<file path="config.mk">
export PLATFORM = sky130hd
export DESIGN_NAME = add_acc_pipe_flat
export DESIGN_NICKNAME = d
export VERILOG_FILES = /design/src/rtl/add_acc_pkg.sv /design/src/rtl/add_acc_pipe_if.sv /design/src/rtl/add_sat_core.sv /design/src/rtl/add_acc_pipe.sv /design/src/flat_wrapper.sv
export SDC_FILE = /design/constraint.sdc
export NUM_CORES = 1
export LEC_CHECK = 0
export ABC_AREA = 0
export CORE_AREA = 2 2 58 60
export DETAILED_ROUTE_END_ITERATION = 8
export DIE_AREA = 0 0 60 62
export PLACE_DENSITY_LB_ADDON = 0.2
export SLEW_MARGIN = 5
export SYNTH_ARGS = -nofsm -noshare
export SYNTH_HDL_FRONTEND = slang
export SYNTH_HIERARCHICAL = 1
export SYNTH_SLANG_ARGS = --single-unit
</file>
<file path="constraint.sdc">
create_clock -name clk -period 7.1 [get_ports clk]
set_input_delay 0.71 -clock clk [delete_from_list [all_inputs] [get_ports clk]]
set_output_delay 0.71 -clock clk [all_outputs]
set_load 0.01 [all_outputs]
</file>
<file path="src/rtl/add_acc_pkg.sv">
// Shared op codes and flag type for the pipelined add/accumulate block.
package add_acc_pkg;

    typedef logic [1:0] op_t;

    localparam op_t OP_ADD  = 2'b00;
    localparam op_t OP_SUB  = 2'b01;
    localparam op_t OP_ACC  = 2'b10;
    localparam op_t OP_LOAD = 2'b11;

    typedef struct packed {
        logic carry;
        logic overflow;
    } flags_t;

endpackage

</file>
<file path="src/rtl/add_acc_pipe_if.sv">
// Operand/result bus of add_acc_pipe; master drives operands, slave returns results.
interface add_acc_pipe_if #(
    parameter int W     = 4,
    parameter int CNT_W = 8
);
    logic             in_valid;
    logic [1:0]       op;
    logic [W-1:0]     a;
    logic [W-1:0]     b;
    logic             out_valid;
    logic [W-1:0]     result;
    logic             carry;
    logic             overflow;
    logic [W-1:0]     acc;
    logic [CNT_W-1:0] op_count;

    modport master (
        output in_valid, op, a, b,
        input  out_valid, result, carry, overflow, acc, op_count
    );

    modport slave (
        input  in_valid, op, a, b,
        output out_valid, result, carry, overflow, acc, op_count
    );
endinterface

</file>
<file path="src/rtl/add_sat_core.sv">
// Combinational W-bit add/subtract with carry/borrow, signed overflow and optional
// unsigned saturation. Flags always describe the raw, unsaturated operation.
module add_sat_core #(
    parameter int W = 4
) (
    input  logic [W-1:0] x,
    input  logic [W-1:0] y,
    input  logic         sub,
    input  logic         sat,
    output logic [W-1:0] result,
    output logic         carry,
    output logic         overflow
);

    logic [W:0] raw;
    logic       sign_ovf;

    assign raw   = sub ? ({1'b0, x} - {1'b0, y}) : ({1'b0, x} + {1'b0, y});
    assign carry = raw[W];

    assign sign_ovf = (raw[W-1] != x[W-1]);
    assign overflow = sub ? ((x[W-1] != y[W-1]) && sign_ovf)
                          : ((x[W-1] == y[W-1]) && sign_ovf);

    // A borrow clamps to zero, a carry clamps to all ones.
    assign result = (sat && carry) ? (sub ? '0 : '1) : raw[W-1:0];

endmodule

</file>
<file path="src/rtl/add_acc_pipe.sv">
// Two-stage add/sub/accumulate/load pipeline: S1 registers operands, S2 computes,
// updates the accumulator and counts completed operations.
module add_acc_pipe
    import add_acc_pkg::*;
#(
    parameter int W     = 4,
    parameter bit SAT   = 1'b0,
    parameter int CNT_W = 8
) (
    input  logic         clk,
    input  logic         reset,
    add_acc_pipe_if.slave bus
);

    logic             s1_valid_q;
    op_t              s1_op_q;
    logic [W-1:0]     s1_a_q;
    logic [W-1:0]     s1_b_q;

    logic             out_valid_q;
    logic [W-1:0]     result_q, result_d;
    flags_t           flags_q, flags_d;
    logic [W-1:0]     acc_q, acc_d;
    logic [CNT_W-1:0] op_count_q;

    logic [W-1:0]     core_x, core_y, core_result;
    logic             core_sub, core_carry, core_overflow;

    // ACC reuses the adder with the accumulator as the first operand.
    always_comb begin
        core_x   = s1_a_q;
        core_y   = s1_b_q;
        core_sub = 1'b0;
        case (s1_op_q)
            OP_SUB: core_sub = 1'b1;
            OP_ACC: begin
                core_x = acc_q;
                core_y = s1_a_q;
            end
            default: ;
        endcase
    end

    add_sat_core #(.W(W)) u_core (
        .x        (core_x),
        .y        (core_y),
        .sub      (core_sub),
        .sat      (SAT),
        .result   (core_result),
        .carry    (core_carry),
        .overflow (core_overflow)
    );

    // NOTE: every output gets its hold value first, so no path leaves it unassigned (no latch).
    always_comb begin
        result_d = result_q;
        flags_d  = flags_q;
        acc_d    = acc_q;
        if (s1_valid_q) begin
            if (s1_op_q == OP_LOAD) begin
                result_d = s1_a_q;
                flags_d  = '0;
                acc_d    = s1_a_q;
            end else begin
                result_d         = core_result;
                flags_d.carry    = core_carry;
                flags_d.overflow = core_overflow;
                if (s1_op_q == OP_ACC) acc_d = core_result;
            end
        end
    end

    // NOTE: non-blocking assignments so every register samples pre-edge values.
    always_ff @(posedge clk) begin
        if (reset) begin
            s1_valid_q  <= 1'b0;
            s1_op_q     <= OP_ADD;
            s1_a_q      <= '0;
            s1_b_q      <= '0;
            out_valid_q <= 1'b0;
            result_q    <= '0;
            flags_q     <= '0;
            acc_q       <= '0;
            op_count_q  <= '0;
        end else begin
            s1_valid_q <= bus.in_valid;
            if (bus.in_valid) begin
                s1_op_q <= bus.op;
                s1_a_q  <= bus.a;
                s1_b_q  <= bus.b;
            end
            out_valid_q <= s1_valid_q;
            result_q    <= result_d;
            flags_q     <= flags_d;
            acc_q       <= acc_d;
            if (s1_valid_q) op_count_q <= op_count_q + CNT_W'(1);
        end
    end

    assign bus.out_valid = out_valid_q;
    assign bus.result    = result_q;
    assign bus.carry     = flags_q.carry;
    assign bus.overflow  = flags_q.overflow;
    assign bus.acc       = acc_q;
    assign bus.op_count  = op_count_q;

endmodule

</file>
<file path="src/flat_wrapper.sv">
// flat-port wrapper written by rule: the top's interface ports become plain ports
module add_acc_pipe_flat import add_acc_pkg::*;
#(
    parameter int W     = 4,
    parameter bit SAT   = 1'b0,
    parameter int CNT_W = 8
)
  (clk, reset, bus_in_valid, bus_op, bus_a, bus_b, bus_out_valid, bus_result, bus_carry, bus_overflow, bus_acc, bus_op_count);
  add_acc_pipe_if #(.W(W), .CNT_W(CNT_W)) bus_i ();
  input  logic clk;
  input  logic reset;
  input wire logic [$bits(bus_i.in_valid)-1:0] bus_in_valid;
  input wire logic [$bits(bus_i.op)-1:0] bus_op;
  input wire logic [$bits(bus_i.a)-1:0] bus_a;
  input wire logic [$bits(bus_i.b)-1:0] bus_b;
  output wire logic [$bits(bus_i.out_valid)-1:0] bus_out_valid;
  output wire logic [$bits(bus_i.result)-1:0] bus_result;
  output wire logic [$bits(bus_i.carry)-1:0] bus_carry;
  output wire logic [$bits(bus_i.overflow)-1:0] bus_overflow;
  output wire logic [$bits(bus_i.acc)-1:0] bus_acc;
  output wire logic [$bits(bus_i.op_count)-1:0] bus_op_count;
  assign bus_i.in_valid = bus_in_valid;
  assign bus_i.op = bus_op;
  assign bus_i.a = bus_a;
  assign bus_i.b = bus_b;
  assign bus_out_valid = bus_i.out_valid;
  assign bus_result = bus_i.result;
  assign bus_carry = bus_i.carry;
  assign bus_overflow = bus_i.overflow;
  assign bus_acc = bus_i.acc;
  assign bus_op_count = bus_i.op_count;
  add_acc_pipe #(.W(W), .SAT(SAT), .CNT_W(CNT_W)) u_core (.clk(clk), .reset(reset), .bus(bus_i));
endmodule
</file>
Fig. 1: cells by drive strength
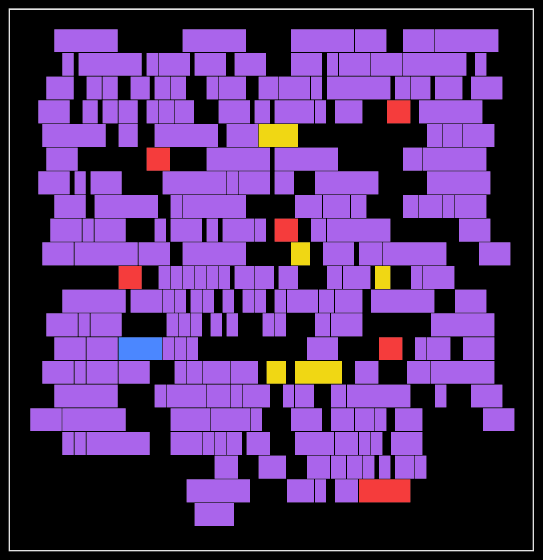
legend:
  x2:
    colour: yellow
    cells: 5
    share: 2.3%
  x1 and smaller:
    colour: purple
    cells: 209
    share: 95%
  x3 and x4:
    colour: red
    cells: 6
    share: 2.7%
  x6 and larger:
    colour: blue
    cells: 1
    share: 0.45%

Fig. 2: metal 1
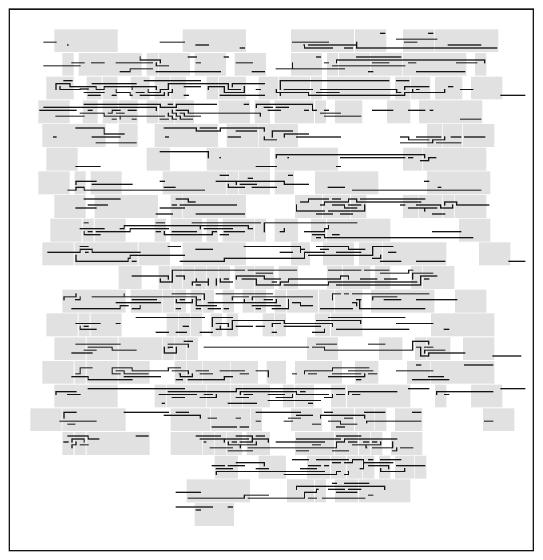
share of all routed wire: 47%
longest straight run: 17.0 um

Fig. 3: M2 wires
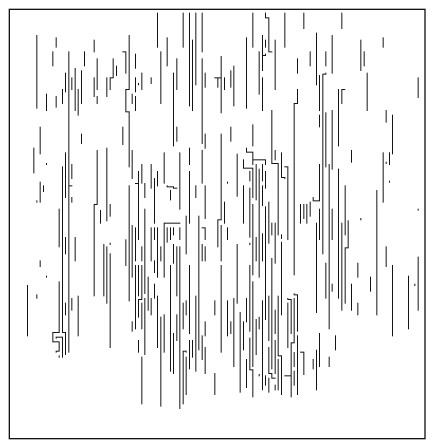
longest straight run: 43.5 um
wire length on this layer: 1590 um
nets with wire on the layer: 202

Fig. 4: congestion heat map
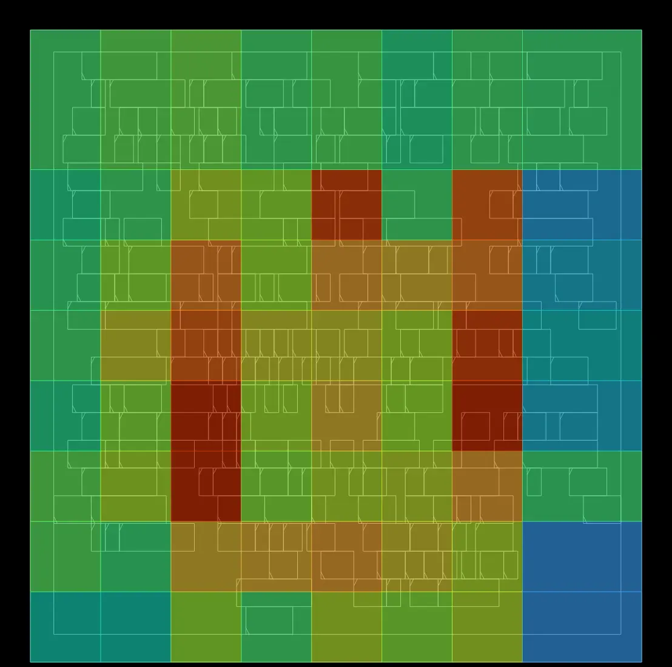
met2 Use GR: 30.4%
busiest grt layer: met2
Global Route met3 Usage: 5.80%

Fig. 5: local utilization
The bar under the picture is 20 um long. The die is cut into 6 by 6 equal tiles; dark blue is low, red is high, 0 to 100% covered.
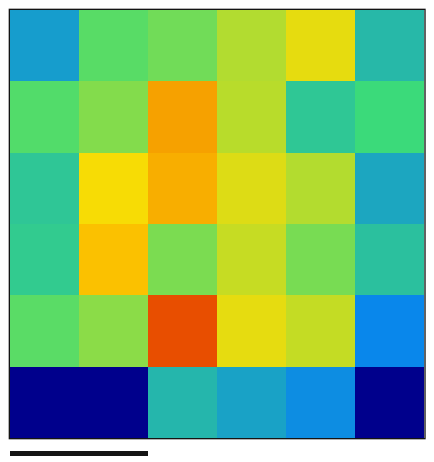
fullest tile: 91%
nearly empty tiles: 8.3%
tiles over 75% full: 11%
mean over tiles: 52%

==> out/metrics.csv <==
stage;metric;value;unit
final_timing;Period minus WS final;3.47;ns
cts;CTS H-tree depth;2;
hold_path;worst hold path class;reg -> reg;
status;outcome;completed;
route;wire per inst;12.6;um
synth;Synth Area per Inst;8.44;sq um
synth;area fraction in mux cells;11.2;%
final_timing;Setup TNS Final;0;ns
cts;clock tree sinks;30;
global_routing;number of global-route vias before repair;1171;
route;Post-route DRC;0;
final_layout;Area growth syn-to-layout;23.9;%
synth;Async S/R FF share, synth;0;%
floorplan;Die Y;62;um
placed_design;IO Port Bufs;31;
final_layout;diode count;0;
cts;Hold-fix buffers, CTS;0;
power;peak supply drop;0.000111;V
final_timing;final hold violations;0;
global_routing;global route total overflow;0;
final_layout;Comb area;946;sq um
global_routing;GRT Resource Usage Total;19.7;%
critical_path;Critical Path Sink Type;register;
route;1st-iter DRT viols;55;
placed_design;Final GP Congestion;0.836;
route;vias after detailed routing;1387;
critical_path;Critical-path top delay cell;dfxtp_1;
final_timing;f_max;288;MHz
flip-flops by register name (all words and copies together), names as in the netlist:
register and count:
u_core/s1_op_q 2, u_core/s1_valid_q 1, u_core/bus.acc 4, u_core/s1_b_q 4, u_core/bus.carry 1, u_core/bus.result 4, u_core/bus.overflow 1, u_core/bus.op_count 8
u_core/s1_a_q 4, u_core/bus.out_valid 1
kinds of logic after synthesis:
kind of cell    count (synthesis)
flops                          30
mux                            18
xor+xnor                       10
fa+ha+maj                       7
compound gates                 31
buf+inv                        17
simple gates                   77
other cells                     1
layer usage:
| metal | vias up | track usage, % | share of wire [%] |
|---|---|---|---|
| li1 | 709 | - | - |
| met1 | 631 | 25.6 | 47 |
| met2 | 41 | 30.4 | 47 |
| met3 | 6 | 5.80 | 5.0 |
| met4 | 0 | 8.57 | 1.2 |
| met5 | - | 0 | 0 |
final cells by class:
| type | count | share of cell area, % |
|---|---|---|
| Multi-Input combinational cell | 146 | 47.4 |
| Sequential cell | 30 | 30.1 |
| Timing Repair Buffer | 31 | 15.5 |
| Tap cell | 46 | 2.88 |
| Clock buffer | 7 | 2.76 |
| Inverter | 6 | 1.13 |
| Clock inverter | 1 | 0.251 |
critical path, delay by kind of cell (launching register included):
kind	cells	cell delay (ns)
compound gates	3	0.84
xor+xnor	2	0.33
fa+ha+maj	2	0.50
buf+inv	1	0.06
flops	1	0.56
mux	1	0.16
simple gates	5	0.93
cell usage in the layout, fill, tap and decap left out, types with 2 or more instances in the layout:
cell type        Yosys  final
clkdlybuf4s50_1      0     31
dfxtp_1             30     30
nand2_1             28     28
nor2_1              23     23
mux2i_1             18     18
a21oi_1             13     13
ha_1                 6      6
inv_1                6      6
clkbuf_4             0      5
xor2_1               5      5
xnor2_1              5      5
a211oi_1             5      5
nor2b_1              4      4
nand3_1              4      4
a311oi_1             4      4
nand2b_1             3      3
o21ai_0              3      3
or3_1                3      3
conb_1               1      3
o21a_1               3      3
nand4_1              2      2
nor3b_1              2      2
and3_1               2      2
report_power, final:
part           internal [mW]  switching [mW]
sequential             0.177         0.00963
clock                 0.0479          0.0559
combinational         0.0582          0.0627
path summary, 6_finish.rpt:
check	start	to	slack, ns	cells past startpoint
max reg2reg	u_core/s1_op_q[1]	u_core/bus.acc[3]	3.63	14
min	u_core/bus.carry	u_core/bus.carry	0.47	2
max	u_core/s1_op_q[1]	u_core/bus.acc[3]	3.63	14
min reg2reg	u_core/bus.carry	u_core/bus.carry	0.47	2
No activity file was given, so power comes from the tool's default toggle rates.
